==> src/rtl/keypad_pkg.sv <==
// Shared types and constants for the matrix keypad scanner.
package keypad_pkg;

    localparam int KEY_W = 4;

    typedef enum logic [1:0] {
        SCAN,
        DEBOUNCE,
        HOLD
    } state_t;

    localparam logic [3:0] COL_PATTERN [4] = '{
        4'b0111,
        4'b1011,
        4'b1101,
        4'b1110
    };

    // {single_row_low, row_idx}; row_idx r means row[3-r] is low
    function automatic logic [2:0] onehot_low_idx(input logic [3:0] row);
        logic [2:0] res;
        res = 3'b000;
        case (row)
            4'b0111: res = 3'b100;
            4'b1011: res = 3'b101;
            4'b1101: res = 3'b110;
            4'b1110: res = 3'b111;
            default: res = 3'b000;
        endcase
        return res;
    endfunction

endpackage

==> src/rtl/keypad_scanner_if.sv <==
// Key report handshake between the keypad scanner and its consumer.
interface keypad_scanner_if;
    import keypad_pkg::*;

    logic [KEY_W-1:0] key_code;
    logic             key_valid;
    logic             key_ack;
    logic             key_overrun;

    modport master (
        output key_code,
        output key_valid,
        output key_overrun,
        input  key_ack
    );

    modport slave (
        input  key_code,
        input  key_valid,
        input  key_overrun,
        output key_ack
    );

endinterface

==> src/rtl/sync_2ff.sv <==
// Two-flop synchronizer for asynchronous level inputs.
module sync_2ff #(
    parameter int               WIDTH   = 4,
    parameter logic [WIDTH-1:0] RST_VAL = '0
) (
    input  logic             clk,
    input  logic             rst_n,
    input  logic [WIDTH-1:0] d,
    output logic [WIDTH-1:0] q
);

    logic [WIDTH-1:0] meta;

    always_ff @(posedge clk or negedge rst_n) begin
        if (!rst_n) begin
            meta <= RST_VAL;
            q    <= RST_VAL;
        end else begin
            meta <= d;
            q    <= meta;
        end
    end

endmodule

==> src/rtl/keypad_scanner.sv <==
// 4x4 active-low keypad scanner with debounce and valid/ack reporting.
// Auto-repeat while held is enabled by defining KEYPAD_REPEAT_EN.
module keypad_scanner
    import keypad_pkg::*;
#(
    parameter int DEB_CYC    = 4,
    parameter int PHASE_CYC  = 4,
    parameter int REP_DELAY  = 125,
    parameter int REP_PERIOD = 25
) (
    input  logic              clk_250Hz,
    input  logic              rst_n,
    input  logic [3:0]        ROW,
    output logic [3:0]        COL,
    keypad_scanner_if.master  kbus
);

    // Counters share one width, large enough for the longest limit
    localparam int M1 = (PHASE_CYC > DEB_CYC) ? PHASE_CYC : DEB_CYC;
    localparam int M2 = (REP_DELAY > REP_PERIOD) ? REP_DELAY : REP_PERIOD;
    localparam int CW = $clog2(((M1 > M2) ? M1 : M2) + 1);

    typedef logic [CW-1:0] cnt_t;

    state_t           state, state_n;
    logic [1:0]       col_idx, col_idx_n;
    cnt_t             phase, phase_n;
    cnt_t             cnt, cnt_n, cnt_inc;
    logic [3:0]       lat, lat_n;
    logic [3:0]       col_q, col_n;
    logic [3:0]       rsync;
    logic [2:0]       dec;
    logic             report;
    logic [KEY_W-1:0] report_code;
    logic [KEY_W-1:0] code_q, code_n;
    logic             valid_q, valid_n;
    logic             ovr_q, ovr_n;
`ifdef KEYPAD_REPEAT_EN
    logic             rep_on, rep_on_n;
    logic             rep_first, rep_first_n;
    cnt_t             rep_cnt, rep_cnt_n, rep_inc;
`endif

    sync_2ff #(
        .WIDTH   (4),
        .RST_VAL (4'hf)
    ) u_row_sync (
        .clk   (clk_250Hz),
        .rst_n (rst_n),
        .d     (ROW),
        .q     (rsync)
    );

    assign dec         = onehot_low_idx(lat);
    assign report_code = {dec[1:0], col_idx};
    assign cnt_inc     = cnt + cnt_t'(1);

    always_comb begin
        state_n   = state;
        col_idx_n = col_idx;
        phase_n   = phase;
        cnt_n     = cnt;
        lat_n     = lat;
        report    = 1'b0;
`ifdef KEYPAD_REPEAT_EN
        rep_on_n    = rep_on;
        rep_first_n = rep_first;
        rep_cnt_n   = rep_cnt;
        rep_inc     = rep_cnt + cnt_t'(1);
`endif
        unique case (state)
            SCAN: begin
                if (phase == cnt_t'(PHASE_CYC - 1)) begin
                    phase_n = '0;
                    if (rsync == 4'hf) begin
                        col_idx_n = col_idx + 2'd1;
                    end else begin
                        lat_n   = rsync;
                        cnt_n   = '0;
                        state_n = DEBOUNCE;
                    end
                end else begin
                    phase_n = phase + cnt_t'(1);
                end
            end
            DEBOUNCE: begin
                if (rsync == lat) begin
                    cnt_n = cnt_inc;
                    if (cnt_inc == cnt_t'(DEB_CYC - 1)) begin
                        report  = dec[2];
                        cnt_n   = '0;
                        state_n = HOLD;
`ifdef KEYPAD_REPEAT_EN
                        rep_on_n    = dec[2];
                        rep_first_n = 1'b1;
                        rep_cnt_n   = '0;
`endif
                    end
                end else begin
                    col_idx_n = col_idx + 2'd1;
                    phase_n   = '0;
                    state_n   = SCAN;
                end
            end
            HOLD: begin
                if (rsync == 4'hf) begin
                    cnt_n = cnt_inc;
                    if (cnt_inc == cnt_t'(DEB_CYC)) begin
                        cnt_n     = '0;
                        col_idx_n = col_idx + 2'd1;
                        phase_n   = '0;
                        state_n   = SCAN;
                    end
                end else begin
                    cnt_n = '0;
                end
`ifdef KEYPAD_REPEAT_EN
                if (rep_on) begin
                    if (rsync == lat) begin
                        rep_cnt_n = rep_inc;
                        if (rep_inc == (rep_first ? cnt_t'(REP_DELAY)
                                                  : cnt_t'(REP_PERIOD))) begin
                            report      = 1'b1;
                            rep_cnt_n   = '0;
                            rep_first_n = 1'b0;
                        end
                    end else begin
                        rep_on_n = 1'b0;
                    end
                end
`endif
            end
            default: state_n = SCAN;
        endcase
    end

    always_comb begin
        col_n   = COL_PATTERN[col_idx_n];
        code_n  = code_q;
        valid_n = valid_q;
        ovr_n   = ovr_q;
        if (valid_q && kbus.key_ack) begin
            valid_n = 1'b0;
            ovr_n   = 1'b0;
        end
        // An unacknowledged key is kept; the newer one is dropped
        if (report) begin
            if (valid_q && !kbus.key_ack) begin
                ovr_n = 1'b1;
            end else begin
                code_n  = report_code;
                valid_n = 1'b1;
            end
        end
    end

    always_ff @(posedge clk_250Hz or negedge rst_n) begin
        if (!rst_n) begin
            state   <= SCAN;
            col_idx <= 2'd0;
            phase   <= '0;
            cnt     <= '0;
            lat     <= 4'hf;
            col_q   <= 4'hf;
            code_q  <= '0;
            valid_q <= 1'b0;
            ovr_q   <= 1'b0;
`ifdef KEYPAD_REPEAT_EN
            rep_on    <= 1'b0;
            rep_first <= 1'b0;
            rep_cnt   <= '0;
`endif
        end else begin
            state   <= state_n;
            col_idx <= col_idx_n;
            phase   <= phase_n;
            cnt     <= cnt_n;
            lat     <= lat_n;
            col_q   <= col_n;
            code_q  <= code_n;
            valid_q <= valid_n;
            ovr_q   <= ovr_n;
`ifdef KEYPAD_REPEAT_EN
            rep_on    <= rep_on_n;
            rep_first <= rep_first_n;
            rep_cnt   <= rep_cnt_n;
`endif
        end
    end

    assign COL              = col_q;
    assign kbus.key_code    = code_q;
    assign kbus.key_valid   = valid_q;
    assign kbus.key_overrun = ovr_q;

endmodule

==> src/flat_wrapper.sv <==
// flat-port wrapper written by rule: the top's interface ports become plain ports
module keypad_scanner_flat import keypad_pkg::*;
#(
    parameter int DEB_CYC    = 4,
    parameter int PHASE_CYC  = 4,
    parameter int REP_DELAY  = 125,
    parameter int REP_PERIOD = 25
)
  (clk_250Hz, rst_n, ROW, COL, kbus_key_code, kbus_key_valid, kbus_key_overrun, kbus_key_ack);
  keypad_scanner_if kbus_i ();
  input  logic clk_250Hz;
  input  logic rst_n;
  input  logic [3:0] ROW;
  output logic [3:0] COL;
  output wire logic [$bits(kbus_i.key_code)-1:0] kbus_key_code;
  output wire logic [$bits(kbus_i.key_valid)-1:0] kbus_key_valid;
  output wire logic [$bits(kbus_i.key_overrun)-1:0] kbus_key_overrun;
  input wire logic [$bits(kbus_i.key_ack)-1:0] kbus_key_ack;
  assign kbus_key_code = kbus_i.key_code;
  assign kbus_key_valid = kbus_i.key_valid;
  assign kbus_key_overrun = kbus_i.key_overrun;
  assign kbus_i.key_ack = kbus_key_ack;
  keypad_scanner #(.DEB_CYC(DEB_CYC), .PHASE_CYC(PHASE_CYC), .REP_DELAY(REP_DELAY), .REP_PERIOD(REP_PERIOD)) u_core (.clk_250Hz(clk_250Hz), .rst_n(rst_n), .ROW(ROW), .COL(COL), .kbus(kbus_i));
endmodule
==> config.mk <==
export PLATFORM = sky130hd
export DESIGN_NAME = keypad_scanner_flat
export DESIGN_NICKNAME = d
export VERILOG_FILES = /design/src/rtl/keypad_pkg.sv /design/src/rtl/keypad_scanner_if.sv /design/src/rtl/sync_2ff.sv /design/src/rtl/keypad_scanner.sv /design/src/flat_wrapper.sv
export SDC_FILE = /design/constraint.sdc
export NUM_CORES = 1
export LEC_CHECK = 0
export CAP_MARGIN = 40
export CORE_ASPECT_RATIO = 1.75
export CORE_MARGIN = 10
export CORE_UTILIZATION = 52
export DETAILED_ROUTE_END_ITERATION = 12
export PLACE_DENSITY = 0.82
export SETUP_SLACK_MARGIN = 0.15
export SKIP_CTS_REPAIR_TIMING = 1
export SYNTH_ARGS = -nofsm -noshare
export SYNTH_HDL_FRONTEND = slang
export SYNTH_SLANG_ARGS = --single-unit
==> constraint.sdc <==
create_clock -name clk_250Hz -period 2.2 [get_ports clk_250Hz]
set_input_delay 0.33 -clock clk_250Hz [delete_from_list [all_inputs] [get_ports clk_250Hz]]
set_output_delay 0.33 -clock clk_250Hz [all_outputs]
set_load 0.005 [all_outputs]
Figure 1. M4 wires.
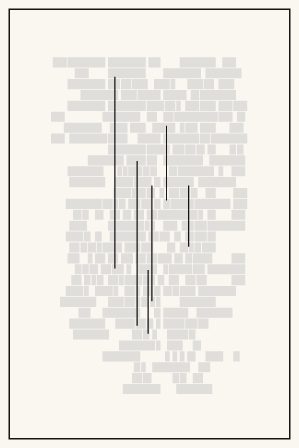
longest straight run: 47.6 um
nets with wire on the layer: 6
wire length on this layer: 166 um
main direction: vertical
WL final: 4770 um
DR vias: 1690

Figure 2. Signal wires by layer.
Only two layers are drawn.
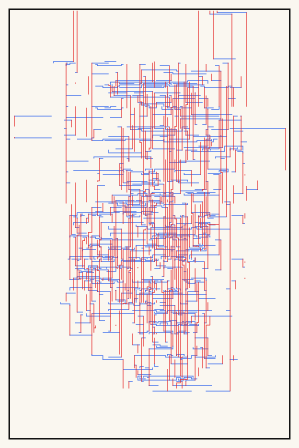
legend:
  met2:
    colour: red
    wire_length: 2500 um
  met1:
    colour: blue
    wire_length: 1930 um

Figure 3. PDN straps and rails.
Bar = 20 um. Pins as bars on the die edge. Tap cells in grey.
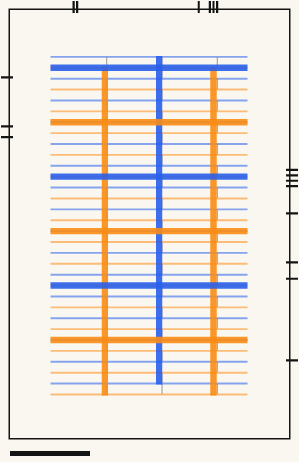
legend:
  VSS:
    colour: orange
  VDD:
    colour: blue
met1 rails: 32
rows: 31
signal pins: 17

-- worst min-delay path by stage --
stage	end	slack, ns	from
CTS	u_core.cnt[2]	0.09	rst_n
detailed placement	u_core.u_row_sync.q[2]	0.35	u_core.u_row_sync.meta[2]
floorplan	u_core.cnt[0]	0.03	rst_n
global route	u_core.cnt[3]	0.13	rst_n
global placement	u_core.u_row_sync.q[2]	0.35	u_core.u_row_sync.meta[2]
finish	u_core.cnt[4]	0.07	rst_n
-- registers in the layout, indices dropped and copies added, names as in the netlist --
signal and count:
u_core.kbus.key_code 4, u_core.kbus.key_overrun 1, u_core.kbus.key_valid 1, u_core.u_row_sync.meta 4, u_core.phase 7, u_core.state 2, u_core.lat 4, u_core.COL 4
u_core.u_row_sync.q 4, u_core.cnt 7, u_core.col_idx 2
==> results.json <==
{
  "synthArstFlopShare": 1.00,
  "chipArea_um2": 7450,
  "setup-tns-final_ns": 0,
  "design_area_um2": 2780,
  "outcome": "finished clean",
  "comb_power_share": 0.480,
  "setup_viol": 0,
  "switchingPower_mw": 1.27,
  "cp_max_fo": 7,
  "max_clock_freq_mhz": 460,
  "p_leak_nw": 1.15,
  "worstSetupPathType": "register to register",
  "fp_util": 0.541,
  "regArea_um2": 1030,
  "slowest_delay_ns": 0.43,
  "buf_share": 0.104,
  "clock_latency_ns": 0.29,
  "peakVddDrop_mv": 0.679,
  "wl_met3_um": 175,
  "globalplace.congestion": 0.854,
  "io_pins": 17,
  "seqPwrFrac": 0.333,
  "clock_buffers": 5,
  "instances_no_fill": 293,
  "ff_count": 40,
  "fp.dieW_um": 69.7,
  "ys_sh_mux": 0.0535,
  "wl_met2_um": 2500,
  "ys_area_um2": 2240,
  "crit_path_end": "u_core.phase[4]",
  "yosys.area.top_type": "dfrtp_1",
  "finalHoldViolations": 0,
  "cts_tree": "yes",
  "multi_input_comb_cells": 157,
  "pg_comb_mw": 1.58,
  "grt_pass1_wl_um": 7640,
  "critPathLaunchType": "register",
  "synth-seq-cells": 40,
  "hold_class": "input pin to async pin",
  "drtAntennaViolNets": 0,
  "antennaDiodeCount": 0,
  "cp.arrival_ns": 2.38,
  "top_cell": "dfrtp_1",
  "fa_ha_area_frac": 0.0390,
  "viasPerCell": 5.77,
  "most-common-layout-cells": "dfrtp_1, buf_4, nand2_1",
  "dp_hpwl_um": 3260,
  "edf_count": 0,
  "cts_num_sinks": 40,
  "topCellsByArea": "dfrtp_1, dfstp_2, mux2_2",
  "post-route-util": 0.670,
  "syn2layout_area_growth_pct": 23.9
}
